===== src/rtl/vl_pipe_pkg.sv =====
// vl_pipe_pkg: shared constants and helpers for the vl_pipe family
package vl_pipe_pkg;
  localparam int FIFO_DEPTH_MIN = 2;
  localparam int FIFO_DEPTH_MAX = 64;
  function automatic int clog2(input int v);
    int r;
    for (r = 0; (1 << r) < v; r++) begin
    end
    return r;
  endfunction
  function automatic bit fifo_depth_ok(input int d);
    return d >= FIFO_DEPTH_MIN && d <= FIFO_DEPTH_MAX;
  endfunction
endpackage


===== src/rtl/vl_pipe_sink_fifo.sv =====
// vl_pipe_sink_fifo: receive buffer with registered head output and drop detect
module vl_pipe_sink_fifo
  import vl_pipe_pkg::*;
#(
  parameter int DW    = 1,
  parameter int DEPTH = 4
) (
  input  logic          clk,
  input  logic          reset_n,
  input  logic          push,
  input  logic [DW-1:0] din,
  input  logic          pop,
  output logic [DW-1:0] dout,
  output logic          empty,
  output logic          drop
);
  localparam int AW = clog2(DEPTH);
  localparam int CW = clog2(DEPTH + 1);
  localparam logic [AW-1:0] LAST = AW'(DEPTH - 1);
  logic [DW-1:0] mem [DEPTH];
  logic [AW-1:0] rd_ptr, wr_ptr, rd_nxt, wr_nxt;
  logic [CW-1:0] cnt;
  logic          full, pop_ok, push_ok;
  assign empty   = cnt == '0;
  assign full    = cnt == CW'(DEPTH);
  assign pop_ok  = pop & ~empty;
  assign push_ok = push & (~full | pop_ok);
  assign drop    = push & ~push_ok;
  assign rd_nxt  = rd_ptr == LAST ? '0 : rd_ptr + 1'b1;
  assign wr_nxt  = wr_ptr == LAST ? '0 : wr_ptr + 1'b1;
  // storage is deliberately left unreset; only control state clears
  always_ff @(posedge clk)
    if (push_ok) mem[wr_ptr] <= din;
  // pointers, occupancy and the head register; head loads the next entry on pop
  // or the incoming beat when the buffer is (or becomes) empty, otherwise holds
  always_ff @(posedge clk or negedge reset_n)
    if (!reset_n) begin
      rd_ptr <= '0;
      wr_ptr <= '0;
      cnt    <= '0;
      dout   <= '0;
    end else begin
      if (pop_ok) rd_ptr <= rd_nxt;
      if (push_ok) wr_ptr <= wr_nxt;
      cnt <= cnt + CW'(push_ok) - CW'(pop_ok);
      if (pop_ok && cnt > CW'(1)) dout <= mem[rd_nxt];
      else if ((pop_ok | empty) & push_ok) dout <= din;
    end
endmodule


===== src/rtl/vl_pipe_sink.sv =====
// vl_pipe_sink: credit-based receiver at the end of a fixed-latency pipe
module vl_pipe_sink
  import vl_pipe_pkg::*;
#(
  parameter int PIPE_DEPTH = 1,
  parameter int PIPE_DW    = 1,
  parameter int FIFO_DEPTH = 4
) (
  input  logic                             clk,
  input  logic                             reset_n,
  input  logic                             issue,
  output logic                             issue_rdy,
  input  logic                             din_vld,
  input  logic [PIPE_DW-1:0]               din,
  output logic                             dout_vld,
  output logic [PIPE_DW-1:0]               dout,
  input  logic                             dout_rdy,
  output logic [clog2(FIFO_DEPTH+1)-1:0]   credits,
  output logic                             ovf_err
);
  localparam int CW = clog2(FIFO_DEPTH + 1);
  if (!fifo_depth_ok(FIFO_DEPTH) || PIPE_DEPTH < 1) begin : g_bad_cfg
    $error("vl_pipe_sink: FIFO_DEPTH must be 2..64 and PIPE_DEPTH >= 1");
  end
  logic empty, drop, issue_ok, ret;
  assign issue_rdy = credits != '0;
  assign dout_vld  = ~empty;
  assign issue_ok  = issue & issue_rdy;
  assign ret       = dout_vld & dout_rdy;
  vl_pipe_sink_fifo #(.DW(PIPE_DW), .DEPTH(FIFO_DEPTH)) u_fifo (
    .clk    (clk),
    .reset_n(reset_n),
    .push   (din_vld),
    .din    (din),
    .pop    (ret),
    .dout   (dout),
    .empty  (empty),
    .drop   (drop)
  );
  // credits track free slots downstream of the sender; error is sticky until reset
  always_ff @(posedge clk or negedge reset_n)
    if (!reset_n) begin
      credits <= CW'(FIFO_DEPTH);
      ovf_err <= 1'b0;
    end else begin
      credits <= credits - CW'(issue_ok) + CW'(ret);
      if ((issue & ~issue_rdy) | drop) ovf_err <= 1'b1;
    end
endmodule


===== config.mk =====
export PLATFORM = sky130hd
export DESIGN_NAME = vl_pipe_sink
export DESIGN_NICKNAME = d
export VERILOG_FILES = /design/src/rtl/vl_pipe_pkg.sv /design/src/rtl/vl_pipe_sink_fifo.sv /design/src/rtl/vl_pipe_sink.sv
export SDC_FILE = /design/constraint.sdc
export NUM_CORES = 1
export LEC_CHECK = 0
export CAP_MARGIN = 20
export CELL_PAD_IN_SITES_DETAIL_PLACEMENT = 0
export CELL_PAD_IN_SITES_GLOBAL_PLACEMENT = 1
export CORE_MARGIN = 2
export CORE_UTILIZATION = 48
export CTS_BUF_LIST = sky130_fd_sc_hd__clkbuf_4 sky130_fd_sc_hd__clkbuf_8
export CTS_CLUSTER_DIAMETER = 30
export DETAILED_ROUTE_END_ITERATION = 12
export MAX_ROUTING_LAYER = met4
export PLACE_DENSITY = 0.9
export SLEW_MARGIN = 20
export SYNTH_ARGS = -nofsm -noshare
export SYNTH_HDL_FRONTEND = slang
export SYNTH_SLANG_ARGS = --single-unit

===== constraint.sdc =====
create_clock -name clk -period 6.37 [get_ports clk]
set_input_delay 0.9555 -clock clk [delete_from_list [all_inputs] [get_ports clk]]
set_output_delay 0.9555 -clock clk [all_outputs]
set_load 0.005 [all_outputs]

Run 1, cell placement:
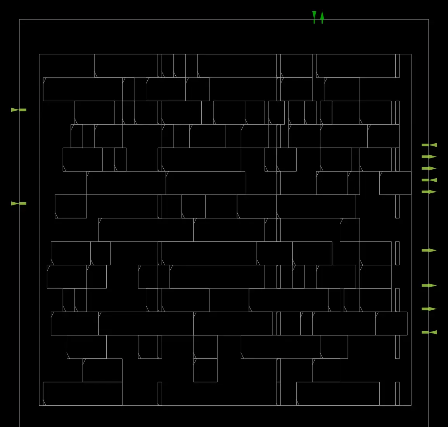
sequential fraction of total cell area: 39.0%
Flop Count: 16
Final Core Density: 61.3%

Run 1, routed metal, one color a layer:
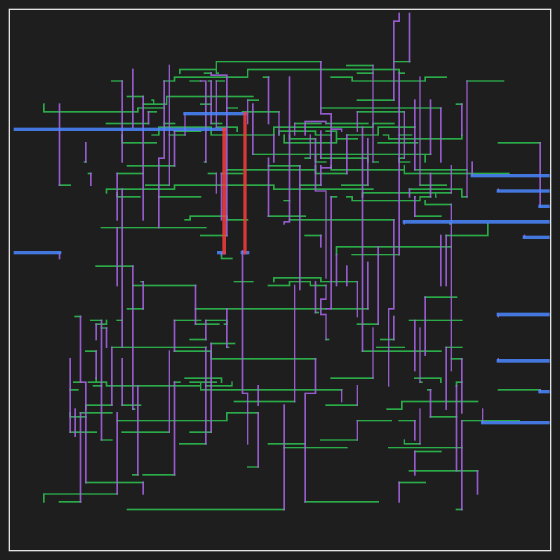
| color | layer | wire length |
|---|---|---|
| blue | met3 | 69.7 um |
| purple | met2 | 655 um |
| red | met4 | 23.1 um |
| green | met1 | 659 um |
routed via count: 558
Wirelength per Cell: 12.4 um

==> results_slide.txt, run 1 <==
Run Summary

Synthesis
  • Netlist Area Pre-Place: around 900 um^2
  • Compound Share, Synth: 5.91%
  • Top cells by area: dfrtp_1, ha_1, edfxtp_1, inv_1, fa_1
  • Syn Nets: ~92
  • Flops after synth: 16
  • Area share, top type: a little under a third
  • Synth logic family: adder cells
  • Adders+Majority by Area: between 10% and 20%
  • Dominant flop cell: dfrtp_1
  • Sequential share of the synthesized area: between 40% and 50%
  • EDFF count, synth: 4
  • Most frequent cells after synthesis: inv_1, dfrtp_1, ha_1
  • Mux area share: 8.24%
  • Ys async rst share: roughly three quarters
  • And+or+nand+nor area frac: between 10% and 20%
  • Cell variety after synth: 27
  • Yosys Chip Area: 911 um^2
  • Mapped Cells: between 70 and 80
  • Xor/xnor share: under 10%
  • Avg Inst Size Synth: 12.5 um^2
  • Area leader, netlist: dfrtp_1

Job
  • Tool warnings: 30
  • Max cap viols: 0

Power
  • Cell Pwr Density: roughly 450 nW/um^2
  • Leak: ~0.00049 uW

Worst setup path
  • Worst reg-to-reg setup slack: 4.07 ns
  • Critical path class: in -> reg
  • Origin of the critical flop-to-flop path: u_fifo.cnt[1]$_DFF_PN0_
  • Crit path required time: around 6.6 ns
  • CP bufs+invs: 2
  • Slowest CP cell: clkdlybuf4s50_1
  • Reg2reg path depth: 9
  • Worst-path fanout max: 7
  • Critical path endpoint category: register
  • Worst EP arrival: about 2.9 ns
  • Crit-path cells: clkdlybuf4s50_1 > nor4b_2 > nor2b_1 > ha_1 > inv_1 > fa_1 > xor2_1

Final timing
  • Minimum clock period: 2.69 ns
  • Worst slew margin: between 60% and 70%
  • Fmax: around 370 MHz
  • Fin. Hold Viols: 0
  • RSZ-0062 raised after global routing: false
  • Max Slew Vio Count: 0
  • Slew @ Worst Pin: around 0.57 ns
  • Final Skew: around 0.00042 ns
  • Post-layout period usage: 42.2%

Min path
  • Hold Crit Class: reg -> reg
  • Hold endpoint: credits[2]$_DFF_PN1_

CTS
  • Htree depth: 1
  • Clk ins delay skew pair: 0.29 ns
  • Quantity of hold-fixing buffers added after cts: 0
  • Post_cts resized: 0
  • Sink Count: 16
  • Max Root-Sink Buffers: 2
  • Clock-pin transition on the worst setup and hold timing paths: ~0.09 ns
  • Setup Fix Bufs, Post-CTS: 0

Placed design
  • Pre-CTS setup slack: approximately 3.4 ns
  • PortBufs: 12
  • Hpwl dp: 1100 um
  • RePlAce Congestion: 0.659

Floorplan
  • Fp util: between 50% and 60%
  • # IOs: 13
  • Die Y-Extent: around 48 um
  • Die area: 2260 um^2

Final layout
  • Top logic cell by instance count in the layout: inv_1
  • Most instantiated logic cells after routing: inv_1, clkdlybuf4s50_1, ha_1, dfrtp_1, and2_1
  • Share of cells above drive strength 1: 14.8%
  • Fin nets: around 110
  • Area grow syn2layout: 18.7%

Detailed routing
  • DRC viols: 0
  • Via density: around 5
  • DRT iter0 DRCs: 3
  • DRT Pass-1 Iters: 3
  • Post-DRT Antenna Nets: 0

Global route
  • Largest net degree at the start of global routing: 13
  • Vias in the first global route: 503
  • Layer with the highest usage: met2
  • Met3 Track Usage GR: ~4.5%
  • Met2 Use GR: 22.4%
  • Met1 usage: 19.9%
  • Total grt overflow: 0

Status
  • Status: complete, no violations
Run 1, wiring heat map:
10 x 10 tiles, from black (low) to pale yellow (high), scaled to the fullest tile. Values are wire area over tile area, all layers added.
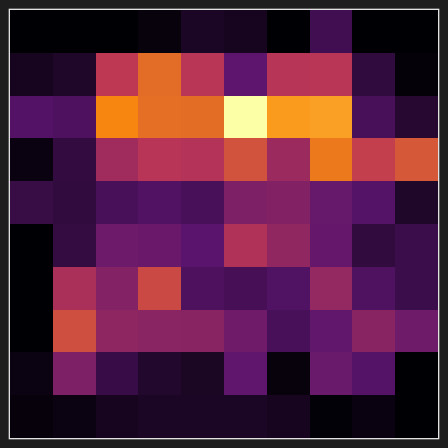
tiles over half the peak: 14%
mean over tiles: 0.098
densest ninth of the die: top center
fullest tile: 0.38
final WL: 1410 um
Total Routing Usage GR: 15.8%

Run 1, cells colored by class:
The bar under the picture is 10 um long. Fill, decap, tap and diode cells in gray.
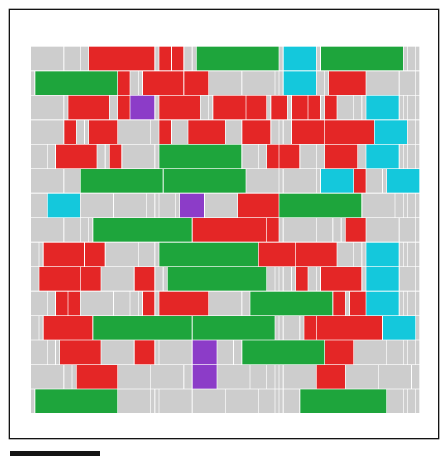
| color | class | cells |
|---|---|---|
| red | all other logic | 56 |
| green | flops | 16 |
| purple | clock drivers and dummy loads | 4 |
| cyan | other buffers and delay cells | 12 |
Core Area: 1760 um^2
Site Rows: 15
cell area after layout: 1080 um^2

==> run 1: kinds of logic (layout without fill, tap and decap cells) <==
family / Yosys count / count (layout)
mux: 5 / 5
flops: 16 / 16
simple gates: 14 / 14
xor+xnor: 3 / 3
fa+ha+maj: 13 / 13
compound gates: 7 / 7
buf+inv: 15 / 30
==> run 1: power breakdown <==
group / switching (uW) / internal [uW]
clock: 32.7 / 28.6
combinational: 95.9 / 138
sequential: 41.9 / 154
total: 171 / 321
==> run 1: routing by layer <==
| layer | part of all wire [%] | vias to the layer above | routed length (um) |
|---|---|---|---|
| li1 | - | 274 | - |
| met1 | 47 | 267 | 659 |
| met2 | 47 | 13 | 655 |
| met3 | 4.9 | 4 | 69 |
| met4 | 1.6 | 0 | 23 |
| met5 | 0 | - | 0 |
==> run 1: worst register-to-register path: stages (launching register included) <==
cell and delay, ns:
dfrtp_1 0.47, or3_4 0.40, nand2_1 0.18, ha_1 0.26, inv_1 0.05, ha_1 0.13
inv_1 0.05, fa_1 0.37, xnor2_1 0.18, xnor2_1 0.14
==> run 1: registers in the layout (all words and copies together) (netlist names) <==
signal	count
ovf_err	1
u_fifo.wr_ptr	2
u_fifo.rd_ptr	2
u_fifo.dout	1
u_fifo.cnt	3
u_fifo.mem	4
credits	3
==> run 1: layout make-up <==
cell class / instances / area, um^2
fill: 164 / 683
clock buffer: 4 / 30.0
timing repair buffer: 12 / 120
multi-input combinational: 42 / 425
inverter: 14 / 52.6
tap: 25 / 31.3
sequential: 16 / 422
==> run 1: through the flow <==
step	cells	hold slack, ns
after floorplan	73	0.472
after global placement	109	0.466
after detailed placement	109	0.490
after CTS	113	0.507
after global routing	113	0.520
final	113	0.502
Run 1, the metal 1 layer:
Supply wires on this layer in gray.
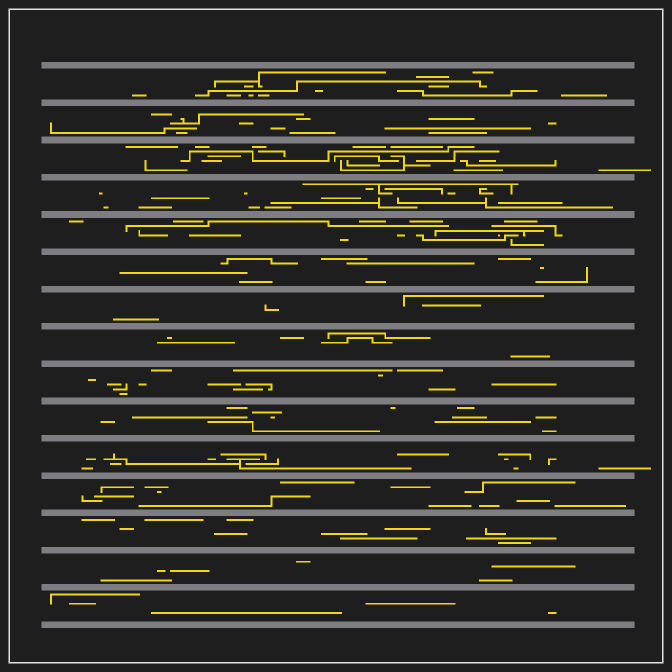

==> run 2: changes to the inputs <==
Settings changed: CORE_UTILIZATION 48 to 40, PLACE_DENSITY 0.9 to 0.8.
Clock period 6.37 ns to 2.3 ns, I/O delays scaled along.
Run 2, the metal 1 layer:
Supply wires on this layer in gray.
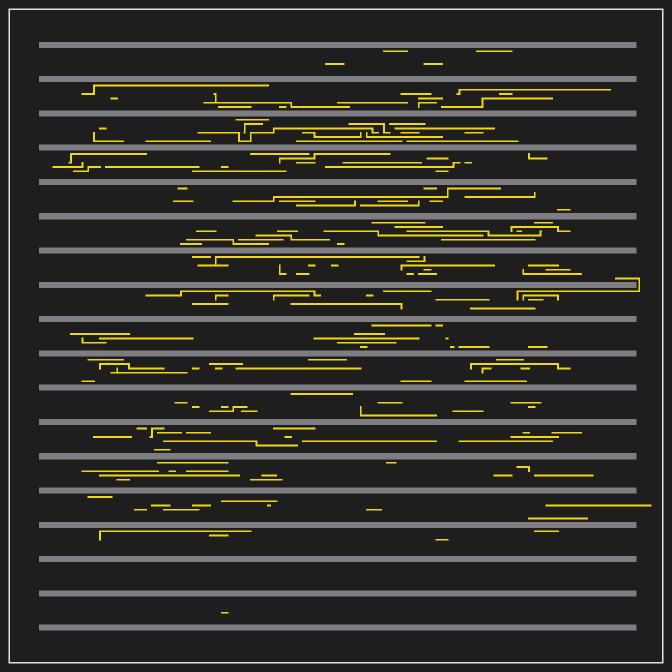
nets with wire on the layer: 100
main direction: horizontal
met1 usage: 17.6%
final WL: 1370 um
routed via count: 553

==> run 2 against run 1 <==
Against the previous run:
- synthesized area unchanged
- highest routed layer unchanged
- clock-buffer cell count decreased by 1
- final cell count increased by 7.1%
- combinational power increased to 3.1 times the previous value
- core utilization decreased by 9.9 points
- sequential share of layout area decreased by 1.6 points
- largest power group unchanged
==> results_slide.txt, run 2 <==
Run Summary

Status
  • Status: complete, no violations

Synthesis
  • Mapped Cells: 73 (unchanged)
  • Cell variety after synth: 27 (unchanged)
  • Sequential share of the synthesized area: 46.3% (unchanged)
  • Flops after synth: 16 (unchanged)
  • Ys async rst share: 75.0% (unchanged)
  • Top cells by area: dfrtp_1, ha_1, edfxtp_1, inv_1, fa_1
  • Netlist Area Pre-Place: 911 um^2 (unchanged)
  • Avg Inst Size Synth: 12.5 um^2 (unchanged)
  • EDFF count, synth: 4 (unchanged)
  • Most frequent cells after synthesis: inv_1, dfrtp_1, ha_1
  • Dominant flop cell: dfrtp_1
  • Area leader, netlist: dfrtp_1

Detailed routing
  • DRT iter0 DRCs: 5 (+2)
  • Wirelength per Cell: 11.3 um (-8.8%)
  • Via density: 4.57 (-7.4%)
  • DRC viols: 0 (unchanged)

Placed design
  • RePlAce Congestion: 0.752 (+14%)
  • Hpwl dp: 1090 um (-0.62%)

Floorplan
  • Die Y-Extent: 51.7 um (+8.7%)
  • Die area: 2670 um^2 (+18%)
  • Site Rows: 17 (+2)
  • Core Area: 2190 um^2 (+24%)
  • Fp util: 41.6% (-10 points)

Final timing
  • Worst hold margin: 0.408 ns (-0.0944 ns)
  • Fin. Hold Viols: 0 (unchanged)
  • Minimum clock period: about 2.1 ns
  • Worst slew margin: 62.8% (+0.71 points)
  • Final Skew: 0.00524 ns (+0.00482 ns)
  • Post-layout period usage: 93.0%
  • RSZ-0062 raised after global routing: false
  • Slew @ Worst Pin: 0.556 ns (-0.0105 ns)
  • Fmax: about 470 MHz

Worst setup path
  • Slowest CP cell: or3_4
  • Worst EP arrival: 2.35 ns (-0.52 ns)
  • Worst reg-to-reg setup slack: 0.16 ns (-3.91 ns)
  • Critical path class: reg -> reg
  • Worst-path fanout max: 4 (-3)
  • Critical path endpoint category: register

CTS
  • Max Root-Sink Buffers: 2 (unchanged)
  • Htree depth: 1 (unchanged)
  • Clk ins delay skew pair: 0.29 ns (about the same)
  • Quantity of hold-fixing buffers added after cts: 0 (unchanged)
  • Sink Count: 16 (unchanged)

Power
  • Leak: 0.000516 uW (+4.5%)
  • Pint: 915 uW (+190%)
  • Sw Share: 34.6% (-0.13 points)
  • Max power group: combinational cells
  • P_clk: 152 uW (+150%)
  • Switching power total: 484 uW (+180%)
  • Cell Pwr Density: 1240 nW/um^2 (+170%)
  • Clock power share: 10.9% (-1.6 points)
  • Power share of the sequential group: 36.9% (-2.9 points)
  • P_seq: 516 uW (+160%)

Final layout
  • Fin nets: 113 (+4.6%)
  • Max FFs per register: 4 (unchanged)
  • Top logic cell by instance count in the layout: inv_1
  • Area grow syn2layout: 23.6%
  • Most instantiated logic cells after routing: inv_1, clkdlybuf4s50_1, ha_1, dfrtp_1
  • Final Core Density: 51.4% (-9.9 points)
  • Biggest regs: u_fifo.mem: 4 flops, credits: 3 flops, u_fifo.cnt: 3 flops
  • Biggest register: u_fifo.mem

Global route
  • Vias in the first global route: 572 (+14%)
  • Met2 Use GR: 19.2% (-3.2 points)
  • Met3 Track Usage GR: 3.45% (-1.1 points)
  • Layer with the highest usage: met2

Job
  • Tool warnings: 30 (unchanged)
  • Max cap viols: 0 (unchanged)

Min path
  • Hold Crit Class: in -> async
## run 2: cell counts after synthesis
No cell type changed its count.
## run 2: worst paths after layout
path,start,to,depth (start not counted)
worst max register to register,u_fifo.cnt[0]$_DFF_PN0_,credits[2]$_DFF_PN1_,9
max in group asynchronous,reset_n,credits[2]$_DFF_PN1_,1
worst min-delay path,reset_n,u_fifo.rd_ptr[1]$_DFFE_PN0P_,1
worst max-delay path,u_fifo.cnt[0]$_DFF_PN0_,credits[2]$_DFF_PN1_,9
worst min register to register,ovf_err$_DFFE_PN0P_,ovf_err$_DFFE_PN0P_,1
min in group clk,ovf_err$_DFFE_PN0P_,ovf_err$_DFFE_PN0P_,1
## run 2: routing by layer
| metal | routed length (um) | vias up |
|---|---|---|
| met3 | 50 | 5 |
| met2 | 609 | 11 |
| met5 | 0 | - |
| met4 | 33 | 0 |
| met1 | 680 | 254 |
| li1 | - | 283 |
## run 2: area by class of cell
| cell class | instances | area (um^2) |
|---|---|---|
| well taps | 28 | 35.0 |
| repair buffers | 17 | 158 |
| clock inverters | 1 | 3.75 |
| inverters | 14 | 52.6 |
| flip-flops and latches | 16 | 422 |
| fillers | 188 | 1060 |
| multi-input cells | 42 | 433 |
| clock buffers | 3 | 22.5 |
## run 2: through the flow
stage	setup slack, ns	instances	total power [uW]	instance area, um^2
2_1_floorplan	0.167	73	989	911
3_3_place_gp	0.0935	117	1220	1090
3_5_place_dp	0.0350	117	1260	1090
4_1_cts	0.0858	121	1420	1120
5_1_grt	0.0177	121	1560	1130
6_report	0.162	121	1400	1130
## run 2: kinds of logic after synthesis
group / Yosys count / share of synthesized area, %
fa+ha+maj: 13 / 19.5
xor+xnor: 3 / 2.89
compound gates: 7 / 5.91
simple gates: 14 / 10.2
buf+inv: 15 / 7.01
mux: 5 / 8.24
flops: 16 / 46.3
Run 2, wiring heat map:
10 x 10 tiles, from black (low) to pale yellow (high), scaled to the fullest tile. Values are wire area over tile area, all layers added.
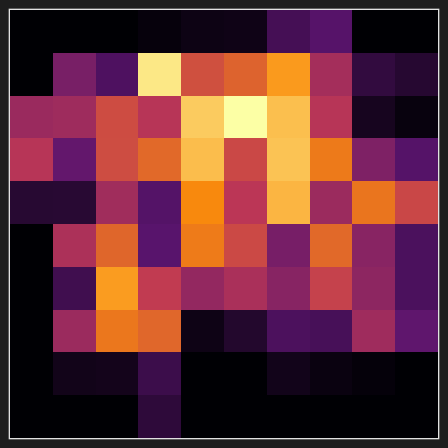

==> run 3: changes to the inputs <==
Settings changed: PLACE_DENSITY 0.8 to 0.81, SYNTH_HIERARCHICAL from default to 1.
Run 3, wiring heat map:
10 x 10 tiles, from black (low) to pale yellow (high), scaled to the fullest tile. Values are wire area over tile area, all layers added.
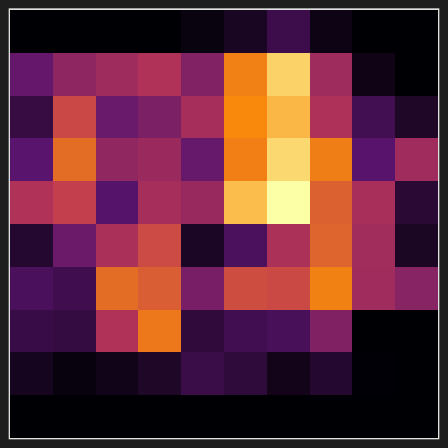
nearly empty tiles: 21%
emptiest ninth of the die: lower right
fullest tile: 0.32
mean over tiles: 0.093
densest ninth of the die: center
Wirelength per Cell: 12.1 um
Total Routing Usage GR: 15.9%
routed via count: 598
final WL: 1590 um

==> run 3 against run 2 <==
Against the previous run:
- synthesized area grew 0.55%
- final cell count is 8.3% higher
- global-route usage is 2.5 points higher
- setup slack worse by 0.094 ns
- sequential share of layout area down 3.2 points
- critical path type unchanged
- first-iteration DRC count down 40%
- routed wire length up 16%
- synthesized cell count rose by 2.7%
- register-to-register slack lost 0.09 ns
- via count rose by 8.1%
- sequential power is 2% lower
- sequential cell count did not move
==> results_slide.txt, run 3 <==
Run Summary

Power
  • Sw Share: 35.1% (+0.50 points)
  • P_clk: 150 uW (about the same)
  • Leak: 0.000575 uW (+11%)
  • Power share of the sequential group: 32.6% (-4.3 points)
  • Switching power total: 544 uW (+13%)
  • Max power group: combinational cells
  • Pint: 1010 uW (+10%)
  • Cell Pwr Density: 1260 nW/um^2 (+1.6%)

Final timing
  • Worst slew margin: 60.7% (-2.1 points)
  • Final Skew: 0.00864 ns (+0.00340 ns)
  • Post-layout period usage: 97.1% (+4.1 points)
  • Fmax: 448 MHz (-4.2%)
  • Slew @ Worst Pin: 0.587 ns (+0.0311 ns)
  • Worst hold margin: 0.421 ns (+0.0138 ns)

Synthesis
  • Avg Inst Size Synth: 12.2 um^2 (-2.1%)
  • Sequential share of the synthesized area: 46.0% (-0.25 points)
  • EDFF count, synth: 4 (unchanged)
  • Flops after synth: 16 (unchanged)
  • Cell variety after synth: 27 (unchanged)
  • Top cells by area: dfrtp_1, ha_1, edfxtp_1, inv_1, mux2_2
  • Most frequent cells after synthesis: inv_1, dfrtp_1, ha_1
  • Netlist Area Pre-Place: 916 um^2 (+0.55%)
  • Mapped Cells: 75 (+2.7%)
  • Area leader, netlist: dfrtp_1

Final layout
  • Fillers: 193 (+2.7%)
  • Biggest register: u_fifo/mem
  • Biggest regs: u_fifo/mem: 4 flops, credits: 3 flops, u_fifo/cnt: 3 flops
  • Max FFs per register: 4 (unchanged)
  • Most instantiated logic cells after routing: inv_1, clkdlybuf4s50_1, dfrtp_1, buf_4, ha_1
  • Fin nets: 123 (+8.8%)

Floorplan
  • Site Rows: 17 (unchanged)
  • Fp util: 41.8% (+0.23 points)
  • Die Y-Extent: 51.9 um (+0.25%)

Status
  • Status: complete, no violations

Worst setup path
  • FF-to-FF End: u_fifo/cnt[1]$_DFF_PN0_
  • Worst Setup EP: u_fifo/cnt[1]$_DFF_PN0_
  • Worst EP arrival: 2.43 ns (+0.08 ns)
  • Critical path endpoint category: register
  • Reg2reg path depth: 12 (+3)
  • CP Launch Point: u_fifo/cnt[2]$_DFF_PN0_
  • Worst-path fanout max: 3 (-1)
  • Origin of the critical flop-to-flop path: u_fifo/cnt[2]$_DFF_PN0_

Job
  • Tool warnings: 31 (+3.3%)
  • Max cap viols: 0 (unchanged)

CTS
  • Max Root-Sink Buffers: 2 (unchanged)
  • Quantity of hold-fixing buffers added after cts: 0 (unchanged)
  • Htree depth: 1 (unchanged)
  • Clk ins delay skew pair: 0.29 ns (about the same)
  • Sink Count: 16 (unchanged)

Detailed routing
  • DRC viols: 0 (unchanged)
  • DRT iter0 DRCs: 3 (-2)
  • Via density: 4.56 (-0.12%)

Placed design
  • RePlAce Congestion: 0.730 (-3.0%)

Global route
  • Vias in the first global route: 647 (+13%)
## run 3: cell count changes after synthesis, sizes merged
| cell | change |
|---|---|
| and2 | +1 |
| nand2 | -2 |
| o21ai | +1 |
| nand2b | +1 |
| inv | +1 |
| o211a | +1 |
| nor2b | +1 |
| nor2 | +1 |
| a221o | -1 |
| a21oi | -1 |
| buf | -1 |
## run 3: metrics by stage
stage	cells	area, um^2	power, uW	worst slack [ns]
5_1_grt	131	1230	1700	-0.0360
3_3_place_gp	124	1140	1280	-0.181
6_report	131	1230	1550	0.0678
4_1_cts	131	1200	1520	0.00596
3_5_place_dp	124	1140	1320	-0.308
2_1_floorplan	75	921	994	0.0205
## run 3: cell families after synthesis
logic type                 after synthesis  share of synthesized area, %
and+or+nand+nor                         16                          12.3
DFF                                     16                          46.0
buffers and inverters                   15                          6.15
adders and majority gates               13                          19.4
AOI/OAI and AO/OA                        7                          5.87
muxes                                    5                          7.38
xor gates and xnor gates                 3                          2.87
## run 3: cell type report
cell class                      count  area, um^2  area share, %
Inverter                           15        56.3           4.58
Sequential cell                    16         422           34.3
Clock inverter                      1        3.75          0.305
Clock buffer                        3        22.5           1.83
Tap cell                           28        35.0           2.85
Timing Repair Buffer               24         214           17.4
Multi-Input combinational cell     44         477           38.8
## run 3: worst max-delay path, cell delays in order (launching register included)
cell,delay (ns)
dfrtp_1,0.40
nor3_2,0.23
nor2b_2,0.09
buf_4,0.15
buf_6,0.12
nand2b_4,0.06
inv_2,0.03
ha_1,0.27
inv_1,0.06
ha_2,0.16
inv_2,0.03
fa_2,0.52
inv_2,0.03
## run 3: routing by layer
layer	GRT usage, %	wire length, um	part of all wire [%]
met3	4.02	62	3.9
met5	-	0	0
met1	19.9	735	46
met2	23.2	751	47
met4	9.21	42	2.6
No activity file was given, so power comes from the tool's default toggle rates.
